--- config.mk ---
export PLATFORM = sky130hd
export DESIGN_NAME = iir_lowpass
export DESIGN_NICKNAME = d
export VERILOG_FILES = /design/src/rtl/iir_lowpass.sv
export SDC_FILE = /design/constraint.sdc
export NUM_CORES = 1
export LEC_CHECK = 0
export ABC_AREA = 1
export CAP_MARGIN = 10
export CORE_MARGIN = 4
export CORE_UTILIZATION = 50
export CTS_BUF_LIST = sky130_fd_sc_hd__clkbuf_4 sky130_fd_sc_hd__clkbuf_8
export DETAILED_ROUTE_END_ITERATION = 12
export PLACE_DENSITY = 0.67
export SYNTH_ARGS = -nofsm -noshare
export SYNTH_HDL_FRONTEND = slang
export SYNTH_SLANG_ARGS = --single-unit
--- constraint.sdc ---
create_clock -name CLK -period 18 [get_ports CLK]
set_input_delay 3.6 -clock CLK [delete_from_list [all_inputs] [get_ports CLK]]
set_output_delay 3.6 -clock CLK [all_outputs]
set_load 0.05 [all_outputs]
--- src/rtl/iir_lowpass.sv ---
`default_nettype none
// ============================================================================
// Module   : iir_lowpass
// Purpose  : Second-order (biquad) Direct Form I IIR lowpass filter for
//            signed PCM audio. One input sample is consumed per I_DV strobe.
//            One filtered sample appears on DO with a one-cycle O_DV pulse,
//            exactly one clock after the input is accepted. Default
//            coefficients give a Butterworth lowpass, fc = 1 kHz at
//            fs = 48 kHz, Q1.14, unity DC gain.
// Ports    : CLK   - system clock, rising edge
//            RESET - synchronous active-high reset; wins over I_DV
//            I_DV  - input sample valid
//            DI    - input sample, signed DATA_W
//            O_DV  - output valid, one-cycle pulse per accepted input
//            DO    - filtered output sample, signed DATA_W
// Options  : IIR_LOWPASS_SATURATE_EN - when defined, the output is clamped
//            to the DATA_W signed range. When undefined, the output wraps
//            (two's-complement truncation).
// Revision : 1.0 - initial release
// ============================================================================
module iir_lowpass #(
    parameter int                        DATA_W = 16,
    parameter int                        COEF_W = 16,
    parameter int                        FRAC   = 14,
    parameter logic signed [COEF_W-1:0]  B0     = COEF_W'(64),
    parameter logic signed [COEF_W-1:0]  B1     = COEF_W'(128),
    parameter logic signed [COEF_W-1:0]  B2     = COEF_W'(64),
    parameter logic signed [COEF_W-1:0]  A1     = COEF_W'(-29743),
    parameter logic signed [COEF_W-1:0]  A2     = COEF_W'(13615),
    parameter int                        ACC_W  = 40
) (
    input  logic                     CLK,
    input  logic                     RESET,
    input  logic                     I_DV,
    input  logic signed [DATA_W-1:0] DI,
    output logic                     O_DV,
    output logic signed [DATA_W-1:0] DO
);

    // Coefficients sign-extended to the accumulator width. Every product is
    // then formed at ACC_W. The true product needs at most
    // DATA_W + COEF_W bits, so the low ACC_W bits of the product are exact.
    localparam logic signed [ACC_W-1:0] C_B0 = {{(ACC_W-COEF_W){B0[COEF_W-1]}}, B0};
    localparam logic signed [ACC_W-1:0] C_B1 = {{(ACC_W-COEF_W){B1[COEF_W-1]}}, B1};
    localparam logic signed [ACC_W-1:0] C_B2 = {{(ACC_W-COEF_W){B2[COEF_W-1]}}, B2};
    localparam logic signed [ACC_W-1:0] C_A1 = {{(ACC_W-COEF_W){A1[COEF_W-1]}}, A1};
    localparam logic signed [ACC_W-1:0] C_A2 = {{(ACC_W-COEF_W){A2[COEF_W-1]}}, A2};

    // Half an LSB of the output, used for round-half-up before the shift.
    localparam logic signed [ACC_W-1:0] C_HALF = ACC_W'(longint'(1) << (FRAC - 1));

`ifdef IIR_LOWPASS_SATURATE_EN
    localparam logic signed [ACC_W-1:0] C_YMAX = ACC_W'((longint'(1) << (DATA_W - 1)) - 1);
    localparam logic signed [ACC_W-1:0] C_YMIN = ACC_W'(-(longint'(1) << (DATA_W - 1)));
`endif

    // History registers and output registers
    logic signed [DATA_W-1:0] x1_q, x1_d;
    logic signed [DATA_W-1:0] x2_q, x2_d;
    logic signed [DATA_W-1:0] y1_q, y1_d;
    logic signed [DATA_W-1:0] y2_q, y2_d;
    logic signed [DATA_W-1:0] do_q, do_d;
    logic                     odv_q, odv_d;

    // Sign-extended operands
    logic signed [ACC_W-1:0] di_ext;
    logic signed [ACC_W-1:0] x1_ext;
    logic signed [ACC_W-1:0] x2_ext;
    logic signed [ACC_W-1:0] y1_ext;
    logic signed [ACC_W-1:0] y2_ext;

    // Datapath
    logic signed [ACC_W-1:0]  acc;
    logic signed [ACC_W-1:0]  acc_rnd;
    logic signed [ACC_W-1:0]  y_full;
    logic signed [DATA_W-1:0] y_lim;

    assign di_ext = {{(ACC_W-DATA_W){DI[DATA_W-1]}},   DI};
    assign x1_ext = {{(ACC_W-DATA_W){x1_q[DATA_W-1]}}, x1_q};
    assign x2_ext = {{(ACC_W-DATA_W){x2_q[DATA_W-1]}}, x2_q};
    assign y1_ext = {{(ACC_W-DATA_W){y1_q[DATA_W-1]}}, y1_q};
    assign y2_ext = {{(ACC_W-DATA_W){y2_q[DATA_W-1]}}, y2_q};

    // Direct Form I sum. The feedback terms are subtracted, so the A
    // coefficients carry the sign convention of the denominator polynomial.
    assign acc = (C_B0 * di_ext) + (C_B1 * x1_ext) + (C_B2 * x2_ext)
               - (C_A1 * y1_ext) - (C_A2 * y2_ext);

    assign acc_rnd = acc + C_HALF;
    assign y_full  = acc_rnd >>> FRAC;

`ifdef IIR_LOWPASS_SATURATE_EN
    always_comb begin
        y_lim = DATA_W'(y_full);
        if (y_full > C_YMAX) begin
            y_lim = DATA_W'(C_YMAX);
        end else if (y_full < C_YMIN) begin
            y_lim = DATA_W'(C_YMIN);
        end
    end
`else
    // Plain two's-complement wrap. The wrapped value also feeds back through
    // y1, which can produce large artifacts on near-full-scale input.
    assign y_lim = DATA_W'(y_full);
`endif

    // Next-state: history shifts only on an accepted sample.
    always_comb begin
        x1_d  = x1_q;
        x2_d  = x2_q;
        y1_d  = y1_q;
        y2_d  = y2_q;
        do_d  = do_q;
        odv_d = 1'b0;
        if (I_DV) begin
            x2_d  = x1_q;
            x1_d  = DI;
            y2_d  = y1_q;
            y1_d  = y_lim;
            do_d  = y_lim;
            odv_d = 1'b1;
        end
    end

    always_ff @(posedge CLK) begin
        if (RESET) begin
            x1_q  <= '0;
            x2_q  <= '0;
            y1_q  <= '0;
            y2_q  <= '0;
            do_q  <= '0;
            odv_q <= 1'b0;
        end else begin
            x1_q  <= x1_d;
            x2_q  <= x2_d;
            y1_q  <= y1_d;
            y2_q  <= y2_d;
            do_q  <= do_d;
            odv_q <= odv_d;
        end
    end

    assign DO   = do_q;
    assign O_DV = odv_q;

endmodule
`default_nettype wire

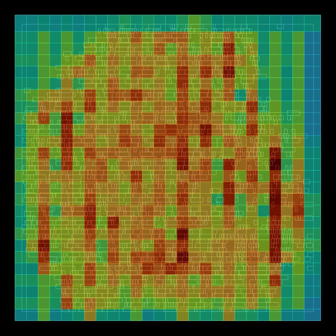
Figure 1: routing congestion.
post-DR wirelength/cell: 17.47 µm
met3 Use GR: 5.043%
met2 Track Usage GR: 38.85%
grt met1 use: 33.24%

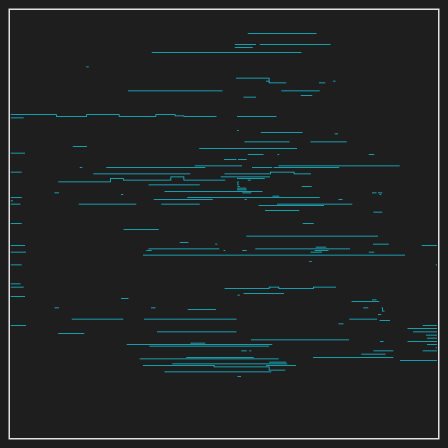
Figure 2: M3 wires.
wire length on this layer: 2220 µm
nets with wire on the layer: 104
share of all routed wire: 5.9%
longest straight run: 111 µm
main direction: horizontal
vias: 10516
Post-Route WL: 37520 µm

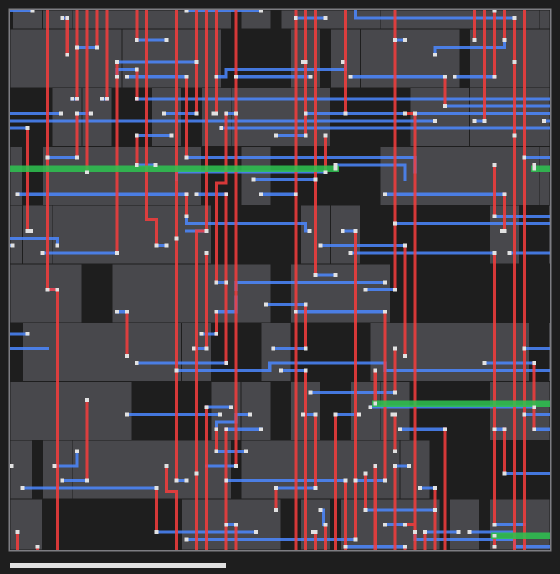
Figure 3: layout detail.
The bar under the picture is 10 µm long. Region (33, 33) to (58, 58) µm. Cells in grey, sequential cells in the stronger grey; small squares are vias.
| colour | layer |
|---|---|
| green | M3 |
| red | M2 |
| blue | M1 |
most frequent: inv_1 (23), fa_1 (11), ha_1 (8)
cells with their middle in the window: 44
sequential cells in the window: 0

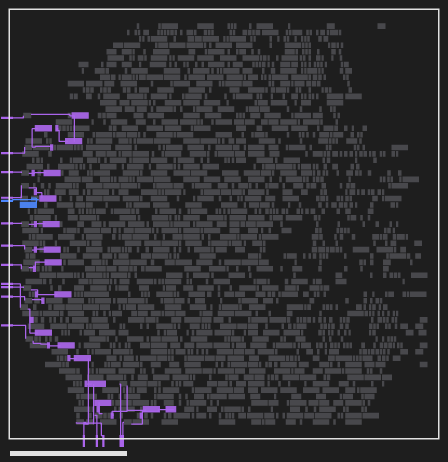
Figure 4: nets reached from selected ports.
The bar under the picture is 50 µm long.
| colour | port | bits | direction | edge | end cells | buffers | wire |
|---|---|---|---|---|---|---|---|
| purple | DI | 16 | input | 11 left, 5 bottom | 32 | 16 | 407 µm |
| blue | O_DV | 1 | output | left | 1 | 1 | 16.6 µm |

==> out/summary.txt <==
Root Buffer: clkbuf_8
multi-input combinational area share: 71.90%
CP max FO: 5
Boundary Pins: 36
DP HPWL: 32820 µm
largest net degree at the start of global routing: 92
cell taking the most area after synthesis: fa_1
yosys aoi share: 5.534%
Port Buffers: 35
multi-input gates: 1062
dpl cells: 2133
depth of the CTS H-tree: 3
cell depth of the worst setup path: 25
Clk pin slew, worst setup/hold paths: 0.08 ns
die area: 33240 µm²
data arrival time of the worst path: 10.09 ns
Hold/Removal Path Class: register to register
slowest CP cell: fa_1
CTS max path bufs: 2
initial DRC count: 600
clkbuf count: 9
drt pass-1 iters: 5
synthesis-to-finish area growth: 6.646%
post-synthesis cell count: 1722
post-synth top area share: 42.82%
CTS buffer count: 9
post-cts hold-fix buffer tally: 0
most used routing layer: met2
first-pass GRT wire length: 61130 µm
slew margin rel.: 39.01%
bufs w/o clock: 41
num rows: 63
top cell family by delay on the critical path: adder cells
syn_area_per_cell: 8.823 µm²
number of warnings the tools reported: 67
WS Path Type: input port to register
fillers: 2775
simple share: 9.495%
Routed Antenna Nets: 0
Final #Nets: 2314
postcts setup bufs: 0
asr flop ratio synth: 0%
Top logic family: adder cells
Final Util: 54.38%
main flop type: dfxtp_1
CTS sink cnt: 65
R2R setup slack: 10.65 ns
Gate Area: 11650 µm²
top cell category: logic gates
pre-CTS setup slack: 7.755 ns
routability-driven placement congestion ratio: 0.8979
top cells, area: fa_1 43%, ha_1 18%, inv_1 14%
Period Utilization, post-route: 54.49%
reg-to-reg critical path startpoint: y1_q[5]
All-Layer GR Usage: 23.95%
wire length on met3: 2221 µm
Post-Place Cell Area: 15990 µm²
met1 WL: 17210 µm
fin area: 16200 µm²
TritonCTS clock tree: done
r2r endpoint: y1_q[14]
core area: 29800 µm²
post-cts resize count: 0
# DRC: 0
yosys stat cell total: 1722
Setup crit end kind: register
Seq/Total Area, Yosys: 8.565%
R2R depth: 21
status: completed
Well Taps: 390
